<file path="config.mk">
export PLATFORM = sky130hd
export DESIGN_NAME = vga_timing_2phase
export DESIGN_NICKNAME = d
export VERILOG_FILES = /design/src/rtl/vga_timing_2phase.sv
export SDC_FILE = /design/constraint.sdc
export NUM_CORES = 1
export LEC_CHECK = 0
export CORE_AREA = 2 2 66 68
export CTS_CLUSTER_DIAMETER = 100
export CTS_CLUSTER_SIZE = 14
export DETAILED_ROUTE_END_ITERATION = 10
export DIE_AREA = 0 0 68 70
export RECOVER_POWER = 50
export SLEW_MARGIN = 20
export SYNTH_ARGS = -nofsm -noshare
export SYNTH_HDL_FRONTEND = slang
export SYNTH_SLANG_ARGS = --single-unit
</file>
<file path="constraint.sdc">
create_clock -name clk -period 2.4 [get_ports clk]
set_input_delay 0.24 -clock clk [delete_from_list [all_inputs] [get_ports clk]]
set_output_delay 0.24 -clock clk [all_outputs]
set_load 0.1 [all_outputs]
</file>
<file path="src/rtl/vga_timing_2phase.sv">
// VGA timing generator (640x480@60 by default) clocked at twice the pixel rate.
// Each pixel position is held for two clk cycles and `phase` marks which half is
// current. Every output is registered; sync/blanking/pulse flags are computed
// from the next-state counters so they change on the same edge as the coordinates.
//
// Ports:
//   clk         system clock, 2x pixel clock
//   rst_n       asynchronous reset, active low
//   phase       0 = first half of pixel, 1 = second half
//   hpos, vpos  current pixel column / line
//   hsync       horizontal sync (active level H_SYNC_POL)
//   vsync       vertical sync (active level V_SYNC_POL)
//   display_on  high inside the active picture
//   line_start  one-clk pulse at hpos==0, phase==0
//   frame_start one-clk pulse at hpos==0, vpos==0, phase==0
module vga_timing_2phase #(
    parameter int unsigned H_DISPLAY  = 640,
    parameter int unsigned H_FRONT    = 16,
    parameter int unsigned H_SYNC     = 96,
    parameter int unsigned H_BACK     = 48,
    parameter int unsigned V_DISPLAY  = 480,
    parameter int unsigned V_FRONT    = 10,
    parameter int unsigned V_SYNC     = 2,
    parameter int unsigned V_BACK     = 33,
    parameter bit          H_SYNC_POL = 1'b0,
    parameter bit          V_SYNC_POL = 1'b0
) (
    input  logic       clk,
    input  logic       rst_n,
    output logic       phase,
    output logic [9:0] hpos,
    output logic [9:0] vpos,
    output logic       hsync,
    output logic       vsync,
    output logic       display_on,
    output logic       line_start,
    output logic       frame_start
);

    localparam int unsigned CW       = 10;
    localparam int unsigned H_TOTAL  = H_DISPLAY + H_FRONT + H_SYNC + H_BACK;
    localparam int unsigned V_TOTAL  = V_DISPLAY + V_FRONT + V_SYNC + V_BACK;
    localparam int unsigned HS_START = H_DISPLAY + H_FRONT;
    localparam int unsigned HS_END   = HS_START + H_SYNC - 1;
    localparam int unsigned VS_START = V_DISPLAY + V_FRONT;
    localparam int unsigned VS_END   = VS_START + V_SYNC - 1;

    // Counters are 10 bits wide; larger timings cannot be represented.
    if (H_TOTAL > 1024 || V_TOTAL > 1024) begin : g_param_check
        $error("vga_timing_2phase: H_TOTAL and V_TOTAL must not exceed 1024");
    end

    logic          phase_nxt;
    logic [CW-1:0] hpos_nxt;
    logic [CW-1:0] vpos_nxt;
    logic          hsync_nxt;
    logic          vsync_nxt;
    logic          display_nxt;
    logic          line_start_nxt;
    logic          frame_start_nxt;

    // Next-state counters and the flags derived from them.
    always_comb begin
        phase_nxt = ~phase;
        hpos_nxt  = hpos;
        vpos_nxt  = vpos;

        // Coordinates advance only when leaving phase 1.
        if (phase) begin
            if (hpos == CW'(H_TOTAL - 1)) begin
                hpos_nxt = '0;
                if (vpos == CW'(V_TOTAL - 1)) begin
                    vpos_nxt = '0;
                end else begin
                    vpos_nxt = vpos + CW'(1);
                end
            end else begin
                hpos_nxt = hpos + CW'(1);
            end
        end

        hsync_nxt = ((hpos_nxt >= CW'(HS_START)) && (hpos_nxt <= CW'(HS_END)))
                    ? H_SYNC_POL : ~H_SYNC_POL;
        vsync_nxt = ((vpos_nxt >= CW'(VS_START)) && (vpos_nxt <= CW'(VS_END)))
                    ? V_SYNC_POL : ~V_SYNC_POL;
        display_nxt     = (hpos_nxt < CW'(H_DISPLAY)) && (vpos_nxt < CW'(V_DISPLAY));
        line_start_nxt  = ~phase_nxt && (hpos_nxt == '0);
        frame_start_nxt = line_start_nxt && (vpos_nxt == '0);
    end

    // State and output registers; reset state is phase 0 of pixel (0,0).
    always_ff @(posedge clk or negedge rst_n) begin
        if (!rst_n) begin
            phase       <= 1'b0;
            hpos        <= '0;
            vpos        <= '0;
            hsync       <= ~H_SYNC_POL;
            vsync       <= ~V_SYNC_POL;
            display_on  <= 1'b1;
            line_start  <= 1'b1;
            frame_start <= 1'b1;
        end else begin
            phase       <= phase_nxt;
            hpos        <= hpos_nxt;
            vpos        <= vpos_nxt;
            hsync       <= hsync_nxt;
            vsync       <= vsync_nxt;
            display_on  <= display_nxt;
            line_start  <= line_start_nxt;
            frame_start <= frame_start_nxt;
        end
    end

endmodule

</file>
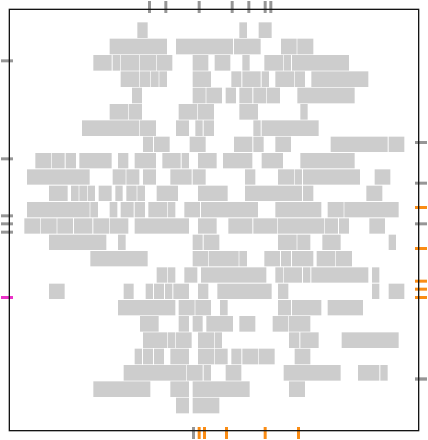
**Above:** I/O pins on the die edge.
(6 px per um) Pins as bars across the die edge, other pins in gray.
`phase`: in magenta, pins 1, direction output, edge west. `vpos`: in orange, pins 10, direction output, edge 5 south, 5 east.
All pins by edge: 9 east, 7 north, 6 west, 6 south.
die height: 70 um
die width: 68 um

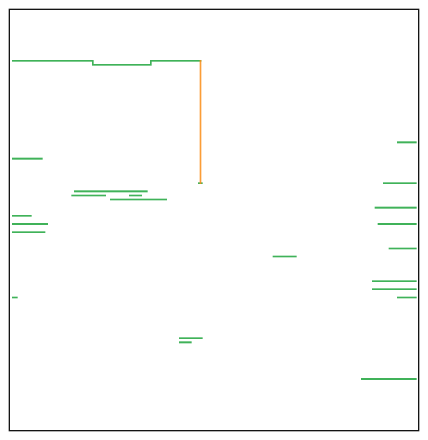
**Above:** wiring by layer.
(6 px per um) Two of the layers only.
M4: in orange, wire length 20.4 um. M3: in green, wire length 142 um.
drt total wl: 3830 um
GR Util All Layers: 17.2%
via count: 1392
WL/cell: 15.0 um

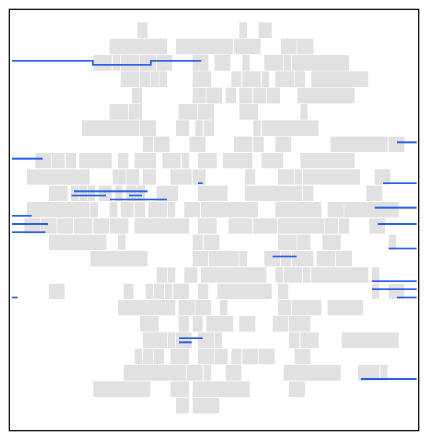
**Above:** signal wires on met3.
(6 px per um) Cells faint in the background.
The layer carries 142 um of wire. 22 nets have wire on it. The wires run mostly horizontal. The layer holds 3.7% of the routed length. The longest straight run is 13.3 um.
met3 GRT Util: 2.42%

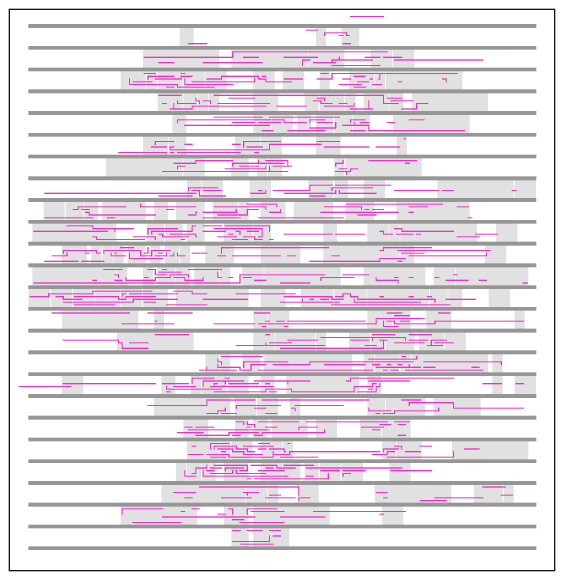
**Above:** the metal 1 layer.
(8 px per um) Supply wires on this layer in gray. Cells faint in the background.
The layer holds 49% of the routed length. The layer carries 1890 um of wire.
met1 usage: 25.8%

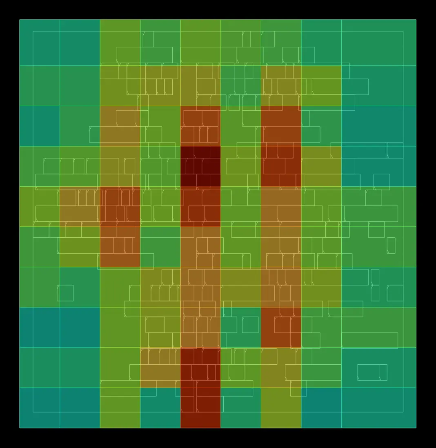
**Above:** routing congestion.
gr busiest metal: met1
fin util: 48.6%
met2 Resource Use GR: 25.6%

==> impl_metrics.ini <==
; yosys + openroad results
[worst_setup_path]
cp_data_required_time_ps = 2600
critPathMaxStageDelay_ps = 510
reg2reg_from = vpos[0]$_DFF_PN0_
crit_family = simple AND/OR/NAND/NOR gates
crit_path_end_kind = register
slowest_stage = dfrtp_4
r2r-end = vsync$_DFF_PN1_
start_kind = register
cp.depth = 8
regToRegSetupSlack_ps = 40
crit_buf_inv = 1
criticalPathCategory = register to register
critPathLaunch = vpos[0]$_DFF_PN0_
path_max_fanout = 4
arrival_ps = 2560
r2r_cells = 8
endpoint = vsync$_DFF_PN1_
path_cells = inv_4 -> ha_1 -> or4b_4 -> nor4_4 -> o211ai_1 -> a21oi_1 -> o21ai_2 -> or3_4

[routing]
drt-initial-drc-count = 57
viasPerCell = 5.46
dr.pass1.iters = 4
wl_met3_um = 141
ant_nets = 0
m1WireLength_um = 1890
drc_errors = 0
highest_layer = met4
wl_met2_um = 1780

[cells_and_area]
seq_cells = 26
nMultiInputCombCells = 121
clock_area_share_pct = 3.54
inverters = 7
register_area_sq_um = 686
nonClkBufAreaFrac_pct = 15.6
lay_top_count = buf_4
n_fill_cell = 392
postLayoutCellArea_sq_um = 2010
antenna_cells = 0
final_cell_mix = 37 x buf_4, 17 x nand2_1, 14 x dfrtp_2, 12 x nand3_1
n_all_buffers = 45
seq_share_pct = 34.0
area_dominant_class = logic gates
syn_to_final_growth_pct = 28.9
clock_buffers = 3
reg_top3 = hpos (10), vpos (10)
drive_above_1_share_pct = 39.9
instances_no_fill = 255
nNetsFinal = 209
comb_share_pct = 42.2
comb_area_sq_um = 850

[power_and_ir_drop]
pg_comb_uw = 9.92
internal-power_uw = 663
sequentialPower_uw = 438
power_top_consumer = registers
pwr_density_cell_nw_per_um2 = 408
p_clk_share_pct = 45.5
p_leak_uw = 0.000926
combPwrFrac_pct = 1.2
power_uw = 822
vdd_drop_max_v = 0.000285
swShare_pct = 19.4
p_clk_uw = 374
pwr-share-seq_pct = 53.3
p_switching_uw = 159

[logic_synthesis]
synth_chip_area_sq_um = 1560
post-synth-top-area-cell = dfrtp_1
yosys_register_bits = 26
async_flop_share_pct = 100
topCellsByArea = dfrtp_1 34%, dfstp_2 8.4%, xnor2_1 4.5%
ys.flop_type = dfrtp_1
yosys-stat-cells = 165
ys_sh_adder_pct = 2.40
ys_sh_aoi_pct = 14.3
ys_sh_simple_pct = 28.8
xor_area_share_pct = 6.73
top_logic_kind = simple AND/OR/NAND/NOR gates
synth-edff-count = 0
top_area_share_pct = 33.6
netlist_area_sq_um = 1560
mux_share_pct = 0.721
ys_warn_count = 0
yosysSeqAreaShare_pct = 42.0
most_common_cell = dfrtp_1
ys_types = 50
synthCells = 165
floorplan.nets = 170
syn_area_per_cell_sq_um = 9.47
netlist_top_cells_count = 21 x dfrtp_1, 17 x nand2_1, 12 x nand3_1, 8 x nor3_1, 8 x xnor2_1

[floorplan]
fp_util_pct = 37.7
core_region_area_sq_um = 4140
num_rows = 24
nWellTaps = 52
ios = 28
die-area_sq_um = 4760

[placement]
placed_area_sq_um = 1920
place_ws_ps = 22.8
place_hpwl_um = 2730
dp.cells = 247
io_buffers = 27
place_congestion = 0.797

[timing]
slew_violations = 0
rsz0062_at_grt = true
finalWorstSetupSlack_ps = 40.8
fin_crit_ps = 2360
relSlewSlack_pct = 4.88
fin_setup_tns_ps = 0
worst_hold_slack_ps = 564
fmax_ghz = 0.424
tightest_slew_ps = 1430
finClkSkew_ps = 4.45
final_hold_viol_count = 0
setup-violations-final = 0
period_used_pct = 98.3

[clocking]
cts_hold_buf = 0
htree_levels = 1
post_cts_resized = 0
post_cts_buffers = 0
cts_num_sinks = 26
root_buffer = clkbuf_8
cts_tree = yes
clkTransAtPathRegs_ps = 100
clk_latency_ps = 270
clock_path_buffers = 2
numCtsBuffers = 3

[worst_hold_path]
min_to = hpos[2]$_DFF_PN0_
hold_class = register to register
hp-start = hpos[2]$_DFF_PN0_
hold_depth = 1

[job]
drv_cap = 0
tool_warnings = 29

[grt]
grt_max_degree = 27
grt_pass1_wl_um = 6370
grt-ovfl-total = 0
grt_pass1_vias = 1321
antenna_found_initial = 0

[status]
status = finished, final reports clean
No activity file was given, so power comes from the tool's default toggle rates.
